`src/rtl/digit_scan_mux.sv`:
```
// digit_scan_mux: scans a tear-free shadow bank of digit codes onto one bus
// with a one-hot active-low anode select, paced by an internal prescaler.
module digit_scan_mux #(
    parameter int N_DIG = 6,
    parameter int DW = 4,
    parameter int DIV = 4,
    parameter logic [DW-1:0] CODE_OFF = 4'b1110,
    parameter logic [DW-1:0] CODE_BLANK = 4'b1111,
    localparam int SW = $clog2(N_DIG),
    localparam int PW = (DIV > 1) ? $clog2(DIV) : 1
) (
    input  logic                clk,
    input  logic                rst,
    input  logic                en,
    input  logic [N_DIG*DW-1:0] din,
    input  logic                load,
    input  logic [N_DIG-1:0]    blank,
    output logic [DW-1:0]       digit,
    output logic [N_DIG-1:0]    an,
    output logic [SW-1:0]       sel,
    output logic                frame
);

    logic [PW-1:0]       pcnt;
    logic [SW-1:0]       idx;
    logic                pend;
    logic [N_DIG*DW-1:0] pbuf;
    logic [N_DIG*DW-1:0] sbuf;

    logic tick;
    logic wrap;

    assign tick = en && (pcnt == PW'(DIV - 1));
    assign wrap = tick && (idx == SW'(N_DIG - 1));

    always_ff @(posedge clk or posedge rst) begin
        if (rst) begin
            pcnt <= '0;
            idx  <= '0;
        end else if (!en) begin
            pcnt <= '0;
            idx  <= '0;
        end else if (wrap) begin
            pcnt <= '0;
            idx  <= '0;
        end else if (tick) begin
            pcnt <= '0;
            idx  <= idx + SW'(1);
        end else begin
            pcnt <= pcnt + PW'(1);
        end
    end

    // Commit only at a frame boundary, or at once while the display is dark.
    always_ff @(posedge clk or posedge rst) begin
        if (rst) begin
            pend <= 1'b0;
            pbuf <= '0;
            sbuf <= '0;
        end else begin
            if (load) begin
                pbuf <= din;
            end
            if (load && wrap) begin
                sbuf <= din;
                pend <= 1'b0;
            end else if (pend && (wrap || !en)) begin
                sbuf <= pbuf;
                pend <= load;
            end else if (load) begin
                pend <= 1'b1;
            end
        end
    end

    logic [DW-1:0]    digit_nxt;
    logic [N_DIG-1:0] an_nxt;

    always_comb begin
        digit_nxt = CODE_OFF;
        an_nxt    = '1;
        if (!en) begin
            digit_nxt = CODE_OFF;
            an_nxt    = '1;
        end else if (blank[idx]) begin
            digit_nxt = CODE_BLANK;
            an_nxt    = '1;
        end else begin
            digit_nxt = sbuf[int'(idx)*DW +: DW];
            an_nxt    = ~(N_DIG'(1) << idx);
        end
    end

    always_ff @(posedge clk or posedge rst) begin
        if (rst) begin
            digit <= CODE_OFF;
            an    <= '1;
            sel   <= '0;
            frame <= 1'b0;
        end else begin
            digit <= digit_nxt;
            an    <= an_nxt;
            sel   <= idx;
            frame <= wrap;
        end
    end

endmodule

```
`config.mk`:
```
export PLATFORM = sky130hd
export DESIGN_NAME = digit_scan_mux
export DESIGN_NICKNAME = d
export VERILOG_FILES = /design/src/rtl/digit_scan_mux.sv
export SDC_FILE = /design/constraint.sdc
export NUM_CORES = 1
export LEC_CHECK = 0
export CAP_MARGIN = 20
export CORE_ASPECT_RATIO = 1.4
export CORE_MARGIN = 2
export CORE_UTILIZATION = 25
export CTS_BUF_LIST = sky130_fd_sc_hd__clkbuf_8
export CTS_CLUSTER_SIZE = 8
export DETAILED_ROUTE_END_ITERATION = 8
export HOLD_SLACK_MARGIN = 0.15
export PLACE_DENSITY = 0.49
export SLEW_MARGIN = 20
export SYNTH_ARGS = -nofsm -noshare
export SYNTH_HDL_FRONTEND = slang
export SYNTH_SLANG_ARGS = --single-unit
```
`constraint.sdc`:
```
create_clock -name clk -period 2.5 [get_ports clk]
set_clock_uncertainty 0.15 [all_clocks]
set_input_delay 0.375 -clock clk [delete_from_list [all_inputs] [get_ports clk]]
set_output_delay 0.375 -clock clk [all_outputs]
set_load 0.03 [all_outputs]
```
### Clock routing

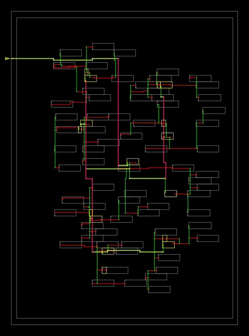
clock group power: 0.732 mW
Layout clock buffers: 9

### Supply network

Drawn at 3 px/um. Pins as bars on the die edge.
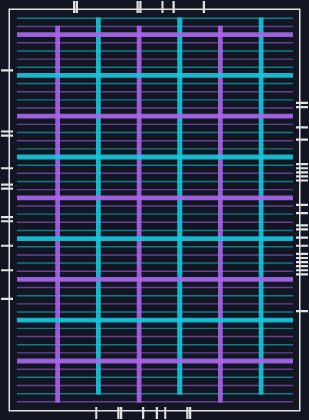
Purple shows VSS. Cyan shows VDD.
9 straps on met5. 6 straps on met4.

==> flow_summary.json <==
{
  "status": "finished clean",
  "fp_util_pct": 25.4,
  "die-area_mm2": 0.0128,
  "met2_length_um": 3140,
  "cp-start-kind": "flop",
  "core_area_mm2": 0.0118,
  "warnings": 29,
  "clockBufferDepth": 2,
  "path_cells": "clkdlybuf4s50_1",
  "row_count": 47,
  "dp_hpwl_um": 4290,
  "wirelength_um": 6230,
  "area.combinational_mm2": 0.00116,
  "post_cts_buffers": 0,
  "power_density_mw_per_mm2": 625,
  "grtUsageTotal_pct": 10.8,
  "power_frac_clock_pct": 31.0,
  "rsz0062_at_grt": "no",
  "cap_violations": 0,
  "hold_path.class": "input port to async pin",
  "ir_drop_v": 0.000205,
  "p_sw_mw": 0.616,
  "viasPerCell": 4.47,
  "avgRoutedWirePerCell_um": 14.0,
  "synthToLayoutAreaGrowth_pct": 26.5,
  "max_stage_delay_ps": 660,
  "grt_overflow_total": 0,
  "synth_warnings": 0,
  "cts_buffers": 9,
  "cts_hold_buf": 0,
  "drv_slew": 0,
  "syn_area_per_cell_um2": 12.4,
  "fmax_mhz": 489,
  "grt_pass1_vias": 2059,
  "grt_antenna_before_repair": 0,
  "post_cts_resized": 0,
  "max_slew_margin_pct": 66.7,
  "cts_num_sinks": 68,
  "top_area_cell": "dfrtp_1",
  "synthesis.instances": 240,
  "regArea_mm2": 0.00171,
  "grt_max_degree": 69,
  "grt_pass1_wl_um": 10300,
  "cp_num_buf_inv": 1,
  "place_area_mm2": 0.00362,
  "ys_ff": 68,
  "topCellsByArea": "dfrtp_1 (49%), mux2_2 (9.4%), dfstp_2 (7.9%)",
  "pin_count": 48,
  "gp_congestion": 0.745,
  "p_leak_nw": 1.62,
  "cp.arrival_ps": 1520,
  "synthArstFlopShare_pct": 100,
  "pwr-share-comb_pct": 15.0,
  "tightest_slew_ps": 499,
  "diodes": 0,
  "p_int_mw": 1.75,
  "num_vias": 1988,
  "utilization_pct": 32.1,
  "flop_cell": "dfrtp_1",
  "setup_viol": 0,
  "final_area_mm2": 0.00378,
  "worstPathRequired_ps": 1980,
  "layout-drive-gt1-share_pct": 21.5,
  "crit_fanout": 1,
  "nFillCells": 1231,
  "clk_pin_slew_ps": 70,
  "top_layer": "met4",
  "cp_slowest_cell": "clkdlybuf4s50_1",
  "fin_total_pwr_mw": 2.36,
  "cts_root_buf": "clkbuf_8",
  "tns_ps": 0,
  "antenna_left": 0,
  "ys_seq_share_pct": 57.4,
  "insertion_delay_ps": 350,
  "drc": 0,
  "top_cell_area_share_pct": 49.4,
  "critPathTopFamily": "buffers and inverters",
  "cp-end-kind": "primary output",
  "die_x_um": 96.4,
  "htreeDepth": 3,
  "drtPass1Iterations": 5,
  "synth_area_mm2": 0.00299,
  "edf_count": 0,
  "synth.distinct_cells": 30,
  "p_seq_share_pct": 54.0,
  "min_period_ps": 2050,
  "yosysChipArea_mm2": 0.00299,
  "fin_hold_ws_ps": 261,
  "final_nets": 333,
  "criticalPathCategory": "flop to primary output",
  "swShare_pct": 26.1,
  "fp_nets": 280,
  "cts_tree": "yes",
  "drt_first_iter_violations": 78,
  "yosys_cells": 240,
  "drt-met1-wl_um": 2670,
  "dr_wl_met3_um": 274,
  "chipHeight_um": 133,
  "period_used_pct": 81.9,
  "timing.final.hold_violations": 0,
  "place.port_buffers": 47
}
### Clock distribution

Drawn at 2 px/um.
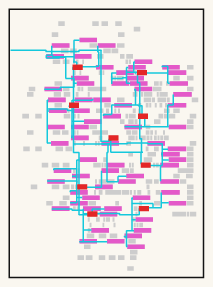
Magenta shows flip-flops, count 68. Red shows clock-net drivers, count 9. Cyan shows clock wires, length 946 um.
There are 10 routed clock nets.

[tightest hold or removal path, delay by kind of cell]
family	cells	cell delay, ps
buf+inv	3	770
[worst paths after layout]
path                           from        to  slack (ps)  cells after the start
setup / recovery           digit[3]  digit[3]         450                      1
hold / removal                  rst    sel[0]         260                      3
setup reg to reg             idx[1]  sbuf[21]         550                      6
hold reg to reg             pcnt[0]   pcnt[0]         300                      1
max in group asynchronous       rst     an[1]        1620                      3
min in group clk            pcnt[0]   pcnt[0]         300                      1
[sequential cells by signal (all words and copies together) (netlist names)]
signal / cells
pend: 1
frame: 1
sbuf: 24
an: 6
pcnt: 2
pbuf: 24
sel: 3
digit: 4
idx: 3
[synth_stat cells, types with 2 or more instances]
cell type / count
dfrtp_1: 59
buf_6: 2
nand2_1: 4
a21oi_1: 19
mux4_2: 4
o211ai_1: 3
o21ai_0: 2
nand3_1: 7
mux2_2: 25
o22ai_1: 10
mux2i_1: 19
buf_2: 8
nor2_1: 39
nor3_1: 4
dfstp_2: 9
ha_1: 6
buf_4: 3
inv_1: 5
[metrics by stage]
stage,cells,setup slack [ps]
global route,445,364
CTS,445,429
floorplan,240,278
finish,445,454
global placement,429,245
detailed placement,429,220
[layout by cell type, fill, tap and decap left out]
master,n
mux4_1,1
nor3_1,4
o21ai_0,2
a21oi_1,18
inv_1,8
o311a_1,1
o211ai_1,3
buf_4,8
nor3b_1,1
clkdlybuf4s50_1,47
o31ai_1,1
o2111ai_1,1
nor2_1,39
nand2_1,4
dfrtp_1,59
clkbuf_8,9
inv_2,1
and4_2,1
dfstp_2,9
mux2_2,25
mux4_2,4
mux2i_1,19
and4b_1,1
ha_1,6
o21ai_1,1
nand3_1,7
o21ai_2,1
nand2b_1,1
clkinv_2,3
buf_12,1
a21oi_2,1
nand2_4,1
o22ai_1,10
[area by class of cell]
type	count	area share [%]
clock buffer	9	3.28
clock inverter	7	0.795
inverter	5	0.497
multi-input combinational	153	30.7
sequential	68	45.3
tap	147	4.87
timing repair buffer	56	14.6
[per-layer routing]
layer | vias to the layer above | global-route usage (%)
met4 | 0 | 5.63
met3 | 10 | 3.17
met5 | - | 0
met2 | 43 | 17.2
li1 | 963 | -
met1 | 972 | 13.0
[cell families (layout without fill, tap and decap cells)]
logic type,count (synthesis),after routing,synth area share [%]
buffers and inverters,19,77,3.98
DFF,68,68,57.4
and+or+nand+nor,59,59,8.76
adders and majority gates,6,6,2.51
muxes,49,49,19.7
AOI/OAI and AO/OA,39,39,7.71
[power groups by stage]
stage | combinational, mW | sequential (mW) | clock [mW]
floorplan | 0.218 | 1.30 | 0
global placement | 0.357 | 1.30 | 0
detailed placement | 0.362 | 1.30 | 0
CTS | 0.364 | 1.28 | 0.764
global route | 0.396 | 1.29 | 0.818
finish | 0.354 | 1.28 | 0.732
Power figures rest on the tool's default switching activity, not on a simulated workload.
